==> run_1/wire_density.png <==
34 x 34 tiles, from dark purple (low) to yellow (high), scaled to the fullest tile. Values are wire area over tile area, all layers added.
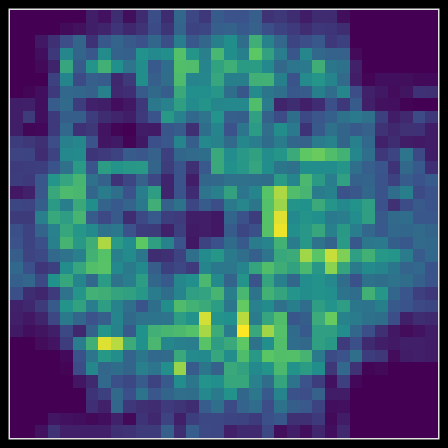
==> run_1/final_clocks.png <==
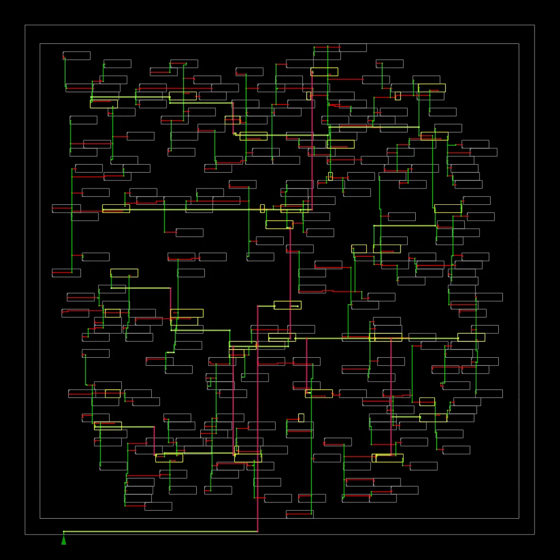
==> run_1/density.png <==
The bar under the picture is 50 um long. 17 x 17 tiles, from dark purple (low) to yellow (high), 0 to 100% covered.
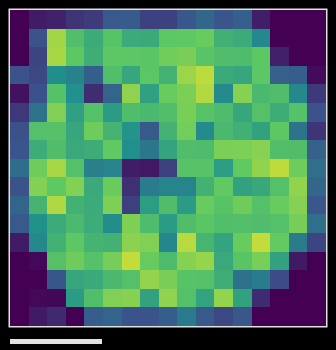
==> config.mk <==
export PLATFORM = sky130hd
export DESIGN_NAME = fetch_ctrl
export DESIGN_NICKNAME = d
export VERILOG_FILES = /design/src/rtl/fetch_pkg.sv /design/src/rtl/fetch_timeout_ctr.sv /design/src/rtl/fetch_ctrl.sv
export SDC_FILE = /design/constraint.sdc
export NUM_CORES = 1
export LEC_CHECK = 0
export CORE_MARGIN = 5
export CORE_UTILIZATION = 45
export DETAILED_ROUTE_END_ITERATION = 12
export GPL_ROUTABILITY_DRIVEN = 0
export PLACE_DENSITY_LB_ADDON = 0.3
export SYNTH_ARGS = -nofsm -noshare
export SYNTH_HDL_FRONTEND = slang
export SYNTH_SLANG_ARGS = --single-unit
==> constraint.sdc <==
create_clock -name clk -period 2.6 [get_ports clk]
set_input_delay 0.26 -clock clk [delete_from_list [all_inputs] [get_ports clk]]
set_output_delay 0.26 -clock clk [all_outputs]
set_load 0.01 [all_outputs]
==> impl_results.rst, run 1 <==
Implementation results
======================

.. list-table::
   :header-rows: 1

   * - Metric
     - Value
   * - Synthesized area divided by synthesized cell count
     - 9.01 sq um
   * - Cell at the root of the clock tree
     - clkbuf_16
   * - Outcome
     - completed
   * - Flop-to-flop setup slack
     - 0.23 ns
   * - Cell family with the largest share of critical-path delay
     - buffers and inverters
   * - Number of buffers inserted by hold repair at cts
     - 1
   * - Number of fillers in the final layout
     - 2231
   * - Met3 WL post-DR
     - 2.42 mm
   * - Antenna cell count
     - 1
   * - Gate count of the mapped netlist
     - 1314
   * - Die height
     - 172 um
   * - Share of flip-flops with an asynchronous set or reset
     - 1.00
   * - Worst-case vdd ir drop
     - 0.553 mV
   * - Share of the synthesized netlist area taken by xor and xnor gates
     - 0.0606
   * - Critical path capture point type
     - primary output
   * - Crit path cell chain
     - nor3b_4 -> buf_4 -> buf_4 -> buf_12 -> mux2_4 -> dlygate4sd2_1
   * - Register-to-Register Path Depth
     - 7
   * - Number of buffers added on ports
     - 202
   * - Final Cell Area
     - 15500 sq um
   * - Combinational power
     - 2560 uW
   * - Logic share of the area
     - 0.355
   * - Max Slew Vio Count
     - 0
   * - Met3 layer usage reported by global route
     - 0.0421
   * - List of most frequent post-synthesis cells
     - nand2_1, dfrtp_1, nor2_1
   * - Prevailing post-synth register cell
     - dfrtp_1
   * - Largest class
     - sequential cells
   * - Top pwr grp
     - sequential cells
   * - Area leader share
     - 0.494
   * - Area figure in the yosys stat output
     - 11800 sq um
   * - Final Cycle Share
     - 0.971
   * - Total sequential power
     - 4460 uW
   * - Largest driver fanout on the critical path
     - 15
   * - Post-place setup slack
     - 0.197 ns
Back to the opening pictures, wire_density.png:
tiles over half the peak: 19%
fullest tile: 0.63
mean over tiles: 0.19
nearly empty tiles: 12%
total number of vias: 10214
Total GRT Usage: 0.232
post-DR wirelength/cell: 18.8 um
WL final: 34.9 mm

Back to the opening pictures, final_clocks.png:
final worst clock skew: 0.0155 ns
FFs & Latches: 234
number of clock buffers in the layout: 36

Back to the opening pictures, density.png:
nearly empty tiles: 9.7%
tiles over 75% full: 20%
mean over tiles: 51%
Init Core Util: 0.456
core region area: 26000 sq um
final core utilization: 0.596

==> run 2: changes to the inputs <==
Settings changed: MAX_ROUTING_LAYER set to met4.
==> run_2/wire_density.png <==
34 x 34 tiles, from dark purple (low) to yellow (high), scaled to the fullest tile. Values are wire area over tile area, all layers added.
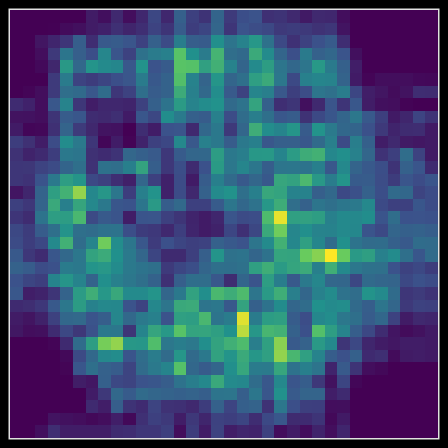
nearly empty tiles: 12%
tiles over half the peak: 13%
fullest tile: 0.69
mean over tiles: 0.19
Total GRT Usage: 0.240
post-DR wirelength/cell: 18.7 um

==> run_2/registers.png <==
The bar under the picture is 50 um long. Other sequential cells in the stronger gray, the rest of the logic in the fainter gray.
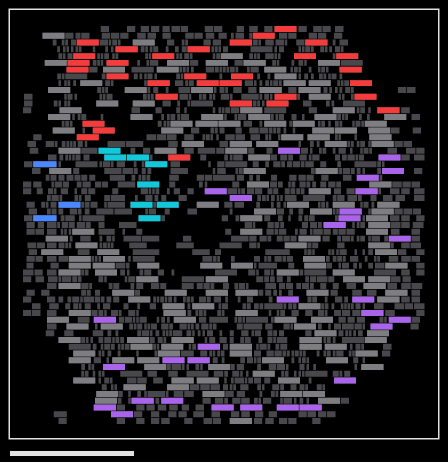
| color | name in the netlist | flops |
|---|---|---|
| blue | `state_dbg` | 3 |
| red | `if_instr` | 32 |
| cyan | `u_timeout.count` | 8 |
| purple | `if_pcplus4` | 30 |
not colored: 161
footprint of the flip-flops and latches: 5860 sq um
flop share of the area: 0.378
final core utilization: 0.597

==> run 2 against run 1 <==
  * Core utilization hardly changed
  * Register-to-register slack about the same
  * Power about the same
  * Fmax hardly changed
  * Clock skew decreased by 0.0015 ns
  * Non-clock buffer count did not move
  * Sequential power barely moved
  * Wire length about the same
  * Highest routed layer is now met4
==> impl_results.rst, run 2 <==
Implementation results
======================

.. list-table::
   :header-rows: 1

   * - Metric
     - Value
   * - Setup WS post-layout
     - 0.0752 ns (was 0.0760 ns)
   * - Worst-case vdd ir drop
     - 0.552 mV (was 0.553 mV)
   * - Final Cycle Share
     - 0.971 (about the same)
   * - Init Core Util
     - 0.456 (unchanged)
   * - Crit path cell chain
     - nor3b_4 -> buf_4 -> buf_4 -> buf_12 -> mux2_4 -> dlygate4sd2_1 (unchanged)
   * - Flop-to-flop setup slack
     - 0.23 ns (about the same)
   * - Share of the synthesized netlist area taken by xor and xnor gates
     - 0.0606 (unchanged)
   * - Clock tree sinks
     - 234 (unchanged)
   * - Combinational power
     - 2560 uW (about the same)
   * - Final worst clock skew
     - 0.0141 ns (was 0.0155 ns)
   * - Synthesized area divided by synthesized cell count
     - 9.01 sq um (unchanged)
   * - Die height
     - 172 um (unchanged)
   * - Area figure in the yosys stat output
     - 11800 sq um (unchanged)
   * - Number of buffers inserted by hold repair at cts
     - 1 (unchanged)
   * - Prevailing post-synth register cell
     - dfrtp_1 (unchanged)
   * - Core region area
     - 26000 sq um (unchanged)
   * - Fraction of cell area in non-clock buffers
     - 0.188 (about the same)
   * - Area leader share
     - 0.494 (unchanged)
   * - Final Cell Area
     - 15500 sq um (about the same)
   * - Final critical-path required period
     - 2.52 ns (about the same)
   * - Share of flip-flops with an asynchronous set or reset
     - 1.00 (unchanged)
   * - Max Slew Vio Count
     - 0 (unchanged)
   * - Number of fillers in the final layout
     - 2230 (was 2231)
   * - Met3 WL post-DR
     - 2.29 mm (was 2.42 mm)
   * - Outcome
     - completed (unchanged)
   * - Total number of vias
     - 10210 (was 10214)
   * - Logic share of the area
     - 0.355 (about the same)
   * - Post-place setup slack
     - 0.197 ns (unchanged)
   * - Met3 layer usage reported by global route
     - 0.0407 (was 0.0421)
   * - Top pwr grp
     - sequential cells (unchanged)
   * - Critical path capture point type
     - primary output (unchanged)
   * - Largest driver fanout on the critical path
     - 15 (unchanged)
   * - FFs & Latches
     - 234 (unchanged)
   * - Antenna cell count
     - 2 (was 1)
   * - Post-synthesis cell type count
     - 57 (unchanged)
   * - List of most frequent post-synthesis cells
     - nand2_1, dfrtp_1, nor2_1 (unchanged)
   * - Number of buffers added on ports
     - 202 (unchanged)
   * - Total sequential power
     - 4470 uW (was 4460 uW)
   * - Cell at the root of the clock tree
     - clkbuf_16 (unchanged)
==> run 3: changes to the inputs <==
Settings changed: CAP_MARGIN set to 20, SETUP_SLACK_MARGIN set to 0.02.
==> run 3 against run 2 <==
  * Fmax is 0.33% higher
  * Count of clock-buffer cells in the layout stayed put
  * Global-route usage stayed put
  * Sequential cell count stayed put
  * Design area is 0.23% lower
  * Sequential share of layout area is 0.086 points higher
  * Synthesized area stayed put
  * Critical path depth stayed put
  * Synthesized cell count stayed put
  * Worst setup slack better by 0.0083 ns
  * Clock skew is 0.00070 ns lower
==> impl_results.rst, run 3 <==
Implementation results
======================

.. list-table::
   :header-rows: 1

   * - Metric
     - Value
   * - Outcome
     - completed (unchanged)
   * - Flop share of the area
     - 0.379 (was 0.378)
   * - Final Cell Area
     - 15500 sq um (about the same)
   * - Crit path cell chain
     - nor3b_4 -> buf_4 -> buf_4 -> buf_6 -> mux2_2 -> dlygate4sd2_1 (was nor3b_4 -> buf_4 -> buf_4 -> buf_12 -> mux2_4 -> dlygate4sd2_1)
   * - Post-place setup slack
     - 0.197 ns (unchanged)
   * - Share of the synthesized netlist area taken by xor and xnor gates
     - 0.0606 (unchanged)
   * - Register-to-Register Path Depth
     - 7 (unchanged)
   * - Worst-case vdd ir drop
     - 0.534 mV (was 0.552 mV)
   * - Largest driver fanout on the critical path
     - 7 (was 15)
   * - Number of buffers inserted by hold repair at cts
     - 1 (unchanged)
   * - Core region area
     - 26000 sq um (unchanged)
   * - Share of flip-flops with an asynchronous set or reset
     - 1.00 (unchanged)
   * - Antenna cell count
     - 2 (unchanged)
   * - Clock tree sinks
     - 234 (unchanged)
   * - Final core utilization
     - 0.595 (was 0.597)
   * - Footprint of the flip-flops and latches
     - 5860 sq um (unchanged)
   * - Number of fillers in the final layout
     - 2235 (was 2230)
   * - Final Cycle Share
     - 0.968 (was 0.971)
   * - Logic share of the area
     - 0.355 (about the same)
   * - List of most frequent post-synthesis cells
     - nand2_1, dfrtp_1, nor2_1 (unchanged)
   * - Met3 WL post-DR
     - 2.26 mm (was 2.29 mm)
   * - Cell family with the largest share of critical-path delay
     - buffers and inverters (unchanged)
   * - Area figure in the yosys stat output
     - 11800 sq um (unchanged)
   * - Largest class
     - sequential cells (unchanged)
   * - Prevailing post-synth register cell
     - dfrtp_1 (unchanged)
   * - Flop-to-flop setup slack
     - 0.25 ns (was 0.23 ns)
   * - Setup WS post-layout
     - 0.0835 ns (was 0.0752 ns)
   * - Die height
     - 172 um (unchanged)
   * - Critical path capture point type
     - primary output (unchanged)
==> run_3/wire_density.png <==
34 x 34 tiles, from dark purple (low) to yellow (high), scaled to the fullest tile. Values are wire area over tile area, all layers added.
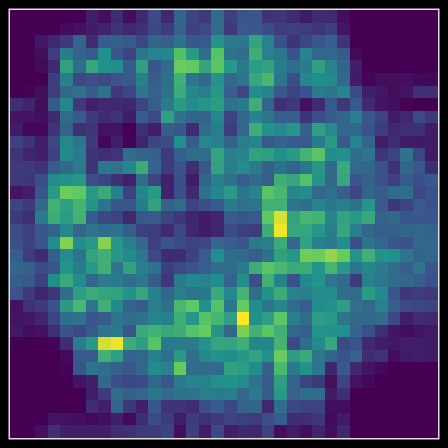
fullest tile: 0.65
mean over tiles: 0.19
tiles over half the peak: 17%
nearly empty tiles: 12%
WL final: 34.9 mm
total number of vias: 10221
post-DR wirelength/cell: 18.7 um

==> run_3/metal_stack.png <==
Two of the layers only.
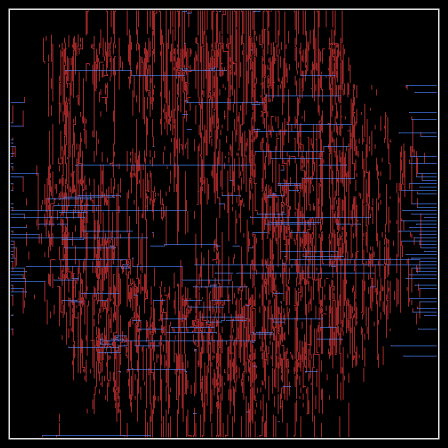
| color | layer | wire length |
|---|---|---|
| blue | met3 | 2260 um |
| red | met2 | 16500 um |

Power is estimated from default activity; no workload was simulated.
